==> images/floorplan.png <==
Pins as bars on the die edge. Tap cells in gray.
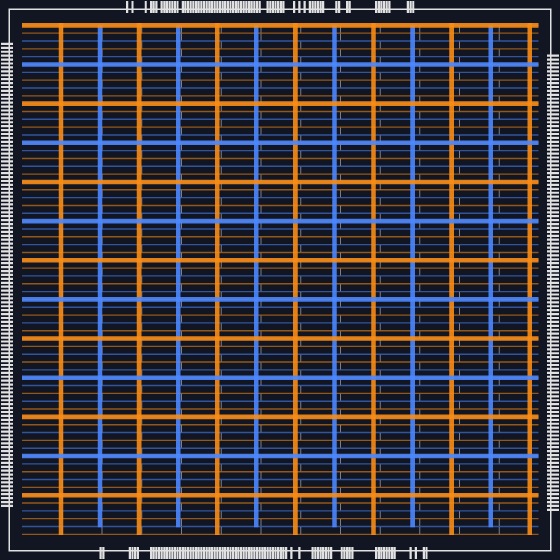
==> images/placed.png <==
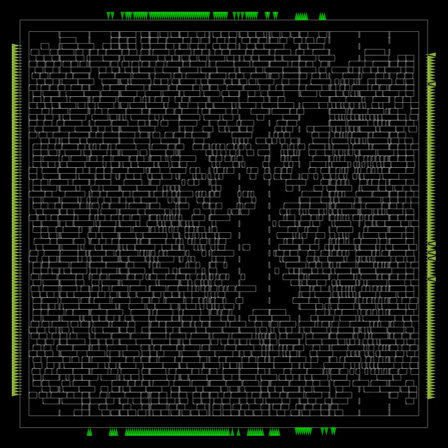
==> images/m2.png <==
The bar under the picture is 50 microns long.
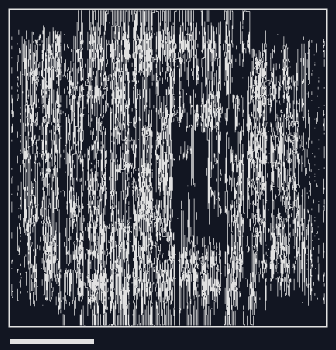
[src/rtl/adder_pkg.sv]
// Shared types and constants for the multi-precision add sequencer.
package adder_pkg;

    localparam int DEFAULT_WIDTH = 32;
    localparam int MAX_WORDS     = 16;

    typedef enum logic [1:0] {
        S_IDLE = 2'd0,
        S_RUN  = 2'd1,
        S_DONE = 2'd2
    } state_t;

endpackage

[src/rtl/adder_32.sv]
// Combinational word adder: sum and carry out of a + b + carry_in.
module adder_32
    import adder_pkg::*;
#(
    parameter int WIDTH = DEFAULT_WIDTH
) (
    input  logic [WIDTH-1:0] a,
    input  logic [WIDTH-1:0] b,
    input  logic             carry_in,
    output logic [WIDTH-1:0] sum,
    output logic             carry_out
);

    // Extend every operand by one bit so the carry lands in the top bit.
    assign {carry_out, sum} = {1'b0, a} + {1'b0, b} + {{WIDTH{1'b0}}, carry_in};

endmodule

[src/rtl/wide_adder_seq.sv]
// Multi-precision add sequencer: adds WORDS words of WIDTH bits one word per
// cycle, least-significant first, through a single shared adder_32 with the
// carry chained through a register.
module wide_adder_seq
    import adder_pkg::*;
#(
    parameter int WIDTH = DEFAULT_WIDTH,
    parameter int WORDS = 4
) (
    input  logic                   clk_i,
    input  logic                   rst_i,
    input  logic                   req_valid_i,
    output logic                   req_ready_o,
    input  logic [WIDTH*WORDS-1:0] a_i,
    input  logic [WIDTH*WORDS-1:0] b_i,
    input  logic                   carry_i,
    output logic                   res_valid_o,
    input  logic                   res_ready_i,
    output logic [WIDTH*WORDS-1:0] sum_o,
    output logic                   carry_o,
    output logic                   busy_o
);

    localparam int TOTAL = WIDTH * WORDS;
    localparam int IDX_W = $clog2(WORDS + 1);
    localparam int LSB_W = $clog2(TOTAL);
    localparam logic [IDX_W-1:0] LAST_IDX = IDX_W'(WORDS - 1);

    state_t state;
    state_t next_state;

    logic [TOTAL-1:0] a_q;
    logic [TOTAL-1:0] b_q;
    logic [TOTAL-1:0] sum_q;
    logic             carry_q;
    logic [IDX_W-1:0] idx;
    logic [LSB_W-1:0] word_lsb;
    logic             last_word;
    logic             accept;

    logic [WIDTH-1:0] word_sum;
    logic             word_carry;

    // Bit offset of the word currently being processed.
    assign word_lsb  = LSB_W'(idx) * LSB_W'(WIDTH);
    assign last_word = (idx == LAST_IDX);

    adder_32 #(.WIDTH(WIDTH)) u_adder (
        .a         (a_q[word_lsb +: WIDTH]),
        .b         (b_q[word_lsb +: WIDTH]),
        .carry_in  (carry_q),
        .sum       (word_sum),
        .carry_out (word_carry)
    );

    // State register; reset wins over any transition.
    always_ff @(posedge clk_i) begin
        // NOTE: clocked state uses non-blocking assignments so every flop
        // samples pre-edge values regardless of block evaluation order.
        if (rst_i) begin
            state <= S_IDLE;
        end else begin
            state <= next_state;
        end
    end

    // Next-state and handshake decode from the state register.
    always_comb begin
        // NOTE: every output of this block gets a default first so no path
        // leaves a signal unassigned and infers a latch.
        next_state  = state;
        accept      = 1'b0;
        req_ready_o = 1'b0;
        res_valid_o = 1'b0;
        busy_o      = 1'b0;
        unique case (state)
            S_IDLE: begin
                // Ready is held off while reset is asserted.
                req_ready_o = !rst_i;
                if (req_valid_i && !rst_i) begin
                    accept     = 1'b1;
                    next_state = S_RUN;
                end
            end
            S_RUN: begin
                busy_o = 1'b1;
                if (last_word) begin
                    next_state = S_DONE;
                end
            end
            S_DONE: begin
                busy_o      = 1'b1;
                res_valid_o = 1'b1;
                if (res_ready_i) begin
                    next_state = S_IDLE;
                end
            end
            default: begin
                next_state = S_IDLE;
            end
        endcase
    end

    // Operand capture and word-serial accumulation into the result register.
    always_ff @(posedge clk_i) begin
        if (rst_i) begin
            // NOTE: the wide operand/result registers are cleared on reset
            // because sum_o and carry_o must read zero afterwards.
            a_q     <= '0;
            b_q     <= '0;
            sum_q   <= '0;
            carry_q <= 1'b0;
            idx     <= '0;
        end else if (accept) begin
            a_q     <= a_i;
            b_q     <= b_i;
            sum_q   <= '0;
            carry_q <= carry_i;
            idx     <= '0;
        end else if (state == S_RUN) begin
            sum_q[word_lsb +: WIDTH] <= word_sum;
            carry_q                  <= word_carry;
            // Index saturates on the last word rather than wrapping.
            if (!last_word) begin
                idx <= idx + IDX_W'(1);
            end
        end
    end

    assign sum_o   = sum_q;
    assign carry_o = carry_q;

endmodule

[config.mk]
export PLATFORM = sky130hd
export DESIGN_NAME = wide_adder_seq
export DESIGN_NICKNAME = d
export VERILOG_FILES = /design/src/rtl/adder_pkg.sv /design/src/rtl/adder_32.sv /design/src/rtl/wide_adder_seq.sv
export SDC_FILE = /design/constraint.sdc
export NUM_CORES = 1
export LEC_CHECK = 0
export CORE_MARGIN = 4
export CORE_UTILIZATION = 49
export DETAILED_ROUTE_END_ITERATION = 16
export GPL_TIMING_DRIVEN = 0
export HOLD_SLACK_MARGIN = 0.03
export PLACE_DENSITY = 0.79
export SYNTH_ARGS = -nofsm -noshare
export SYNTH_HDL_FRONTEND = slang
export SYNTH_HIERARCHICAL = 1
export SYNTH_SLANG_ARGS = --single-unit
[constraint.sdc]
create_clock -name clk_i -period 5.2 [get_ports clk_i]
set_input_delay 1.04 -clock clk_i [delete_from_list [all_inputs] [get_ports clk_i]]
set_output_delay 1.04 -clock clk_i [all_outputs]
set_load 0.005 [all_outputs]
==> flow_metrics.tcl <==
# metrics dict for downstream scripts
set metrics [dict create \
    maxCapViolCount 0 \
    ys_sh_aoi_pct 24.5 \
    vias_per_cell 6.18 \
    enable_flop_cells 0 \
    hold_slack_ps 455 \
    setup_viol 0 \
    wl_met2_microns 26100 \
    antenna_found_initial 12 \
    drt-pass1-iter-count 5 \
    p_leak_nw 8.30 \
    cp_cell_sequence "buf_2 -> buf_2 -> mux4_2 -> fa_1 -> fa_1 -> a21oi_1 -> o32ai_1 -> o211ai_2 -> a2111oi_2 -> o21bai_1 -> nand2_1 -> xnor2_1 -> nand3_1 -> a21oi_1" \
    drv_slew 0 \
    cts_tree "done" \
    mux_area_share_pct 9.44 \
    synth.yosys.seq_area_share_pct 49.4 \
    gp_congestion 0.888 \
    postLayoutSetupSlackWorst_ps 294 \
    cts_buffer_depth 3 \
    drt_iter0_markers 1328 \
    wl_microns 55400 \
    period_needed_ps 4910 \
    yosys_most_used_dff "dfxtp_1" \
    area_growth_pct 36.7 \
    num_rows 65 \
    finalNetCount 2132 \
    synthCells 1393 \
    holdBufCountCts 0 \
    wl_met1_microns 21900 \
    cpPeakStageDelay_ps 610 \
    dp.cells 2187 \
    synth-async-reset-ratio_pct 0 \
    synth-xor-area-share_pct 1.44 \
    top_logic_kind "AND-OR/OR-AND gates" \
    antenna_left 0 \
    outcome "completed" \
]
Notes on floorplan.png above:
Key: VSS = orange; VDD = blue
393 signal pins sit on the boundary. 13 straps on met4. 13 straps on met5. The core has 65 rows.

Notes on placed.png above:
area of the core: 31700 sq um
registers: 390
final core occ: 68.1%
fraction of area in registers: 36.2%
tapcell count: 402

Notes on m2.png above:
The layer holds 47% of the routed length. The wires run mostly vertical. The layer carries 26.1 mm of wire. 1918 nets have wire on it.

==> cells by family (layout without fill, tap and decap cells) <==
| kind of cell | count (synthesis) | after routing |
|---|---|---|
| simple gates | 231 | 231 |
| fa+ha+maj | 44 | 44 |
| buf+inv | 137 | 600 |
| mux | 69 | 69 |
| flops | 390 | 390 |
| compound gates | 496 | 496 |
| other cells | 0 | 6 |
| xor+xnor | 26 | 26 |
==> where the power goes <==
group          switching [W]  internal, W
clock network        0.00120      0.00171
registers           0.000243      0.00339
logic                0.00173      0.00119
total                0.00317      0.00629
==> final timing paths <==
check / start / endpoint / slack, ps / depth (start not counted)
setup / recovery: idx[0] / sum_o[16] / 290 / 14
hold / removal: sum_o[6] / sum_o[6] / 460 / 2
setup reg to reg: idx[0] / sum_o[16] / 290 / 14
hold reg to reg: sum_o[6] / sum_o[6] / 460 / 2
==> registers in the layout (all words and copies together), names as in the netlist <==
register / cells
a_q: 128
b_q: 128
carry_o: 1
idx: 3
state: 2
sum_o: 128
==> placed cells by master (no fill, tap or decap), types with 12 or more instances in the layout <==
| master | count |
|---|---|
| inv_1 | 13 |
| clkbuf_1 | 68 |
| nor2_1 | 23 |
| a22o_1 | 320 |
| a21oi_1 | 99 |
| buf_6 | 12 |
| o21ai_0 | 12 |
| ha_1 | 42 |
| nand2_1 | 90 |
| buf_1 | 13 |
| clkdlybuf4s50_1 | 392 |
| buf_2 | 40 |
| clkbuf_16 | 41 |
| nand3_1 | 37 |
| dfxtp_1 | 390 |
| xor2_1 | 13 |
| nand4_1 | 40 |
| mux4_2 | 64 |
| a21o_1 | 13 |
==> Yosys cell counts (all sizes together), types with 4 or more instances <==
master	instances
clkbuf	57
mux4	64
xnor2	11
dfxtp	390
inv	13
nand4	41
xor2	15
o21bai	6
nor3	7
nand2b	5
nand3	37
a21oi	101
a22o	320
buf	66
a21o	14
o21a	4
a211oi	7
nor2	23
o21ai	21
and3	4
nand2	92
mux2i	5
o31ai	4
o211ai	5
ha	42
or3	5
==> layout make-up <==
class | instances | area share (%)
timing repair buffer | 392 | 18.2
buffer | 123 | 2.81
clock buffer | 60 | 5.41
clock inverter | 11 | 0.690
multi-input combinational | 866 | 34.1
antenna | 6 | 0.0695
sequential | 390 | 36.2
inverter | 14 | 0.243
tap | 402 | 2.33
==> metal layers <==
metal	up-vias	track usage, %
met4	12	10.6
li1	6243	-
met2	839	49.6
met3	130	6.91
met5	-	0
met1	6758	38.3
==> through the flow <==
stage / cell area, sq um / util [%] / power [W]
floorplan: 15800 / - / 0.00543
global placement: 20200 / 63.8 / 0.00646
detailed placement: 20200 / 63.8 / 0.00653
CTS: 21500 / 67.9 / 0.00941
global route: 21600 / 68.1 / 0.00982
finish: 21600 / 68.1 / 0.00946
==> worst max-delay path: cells and delay by family, from the launching register on <==
family	cells	cell delay [ps]
xor gates and xnor gates	1	510
adders and majority gates	2	910
buffers and inverters	2	720
and+or+nand+nor	2	250
AOI/OAI and AO/OA	6	1410
DFF	1	390
muxes	1	610
Power is estimated from default activity; no workload was simulated.
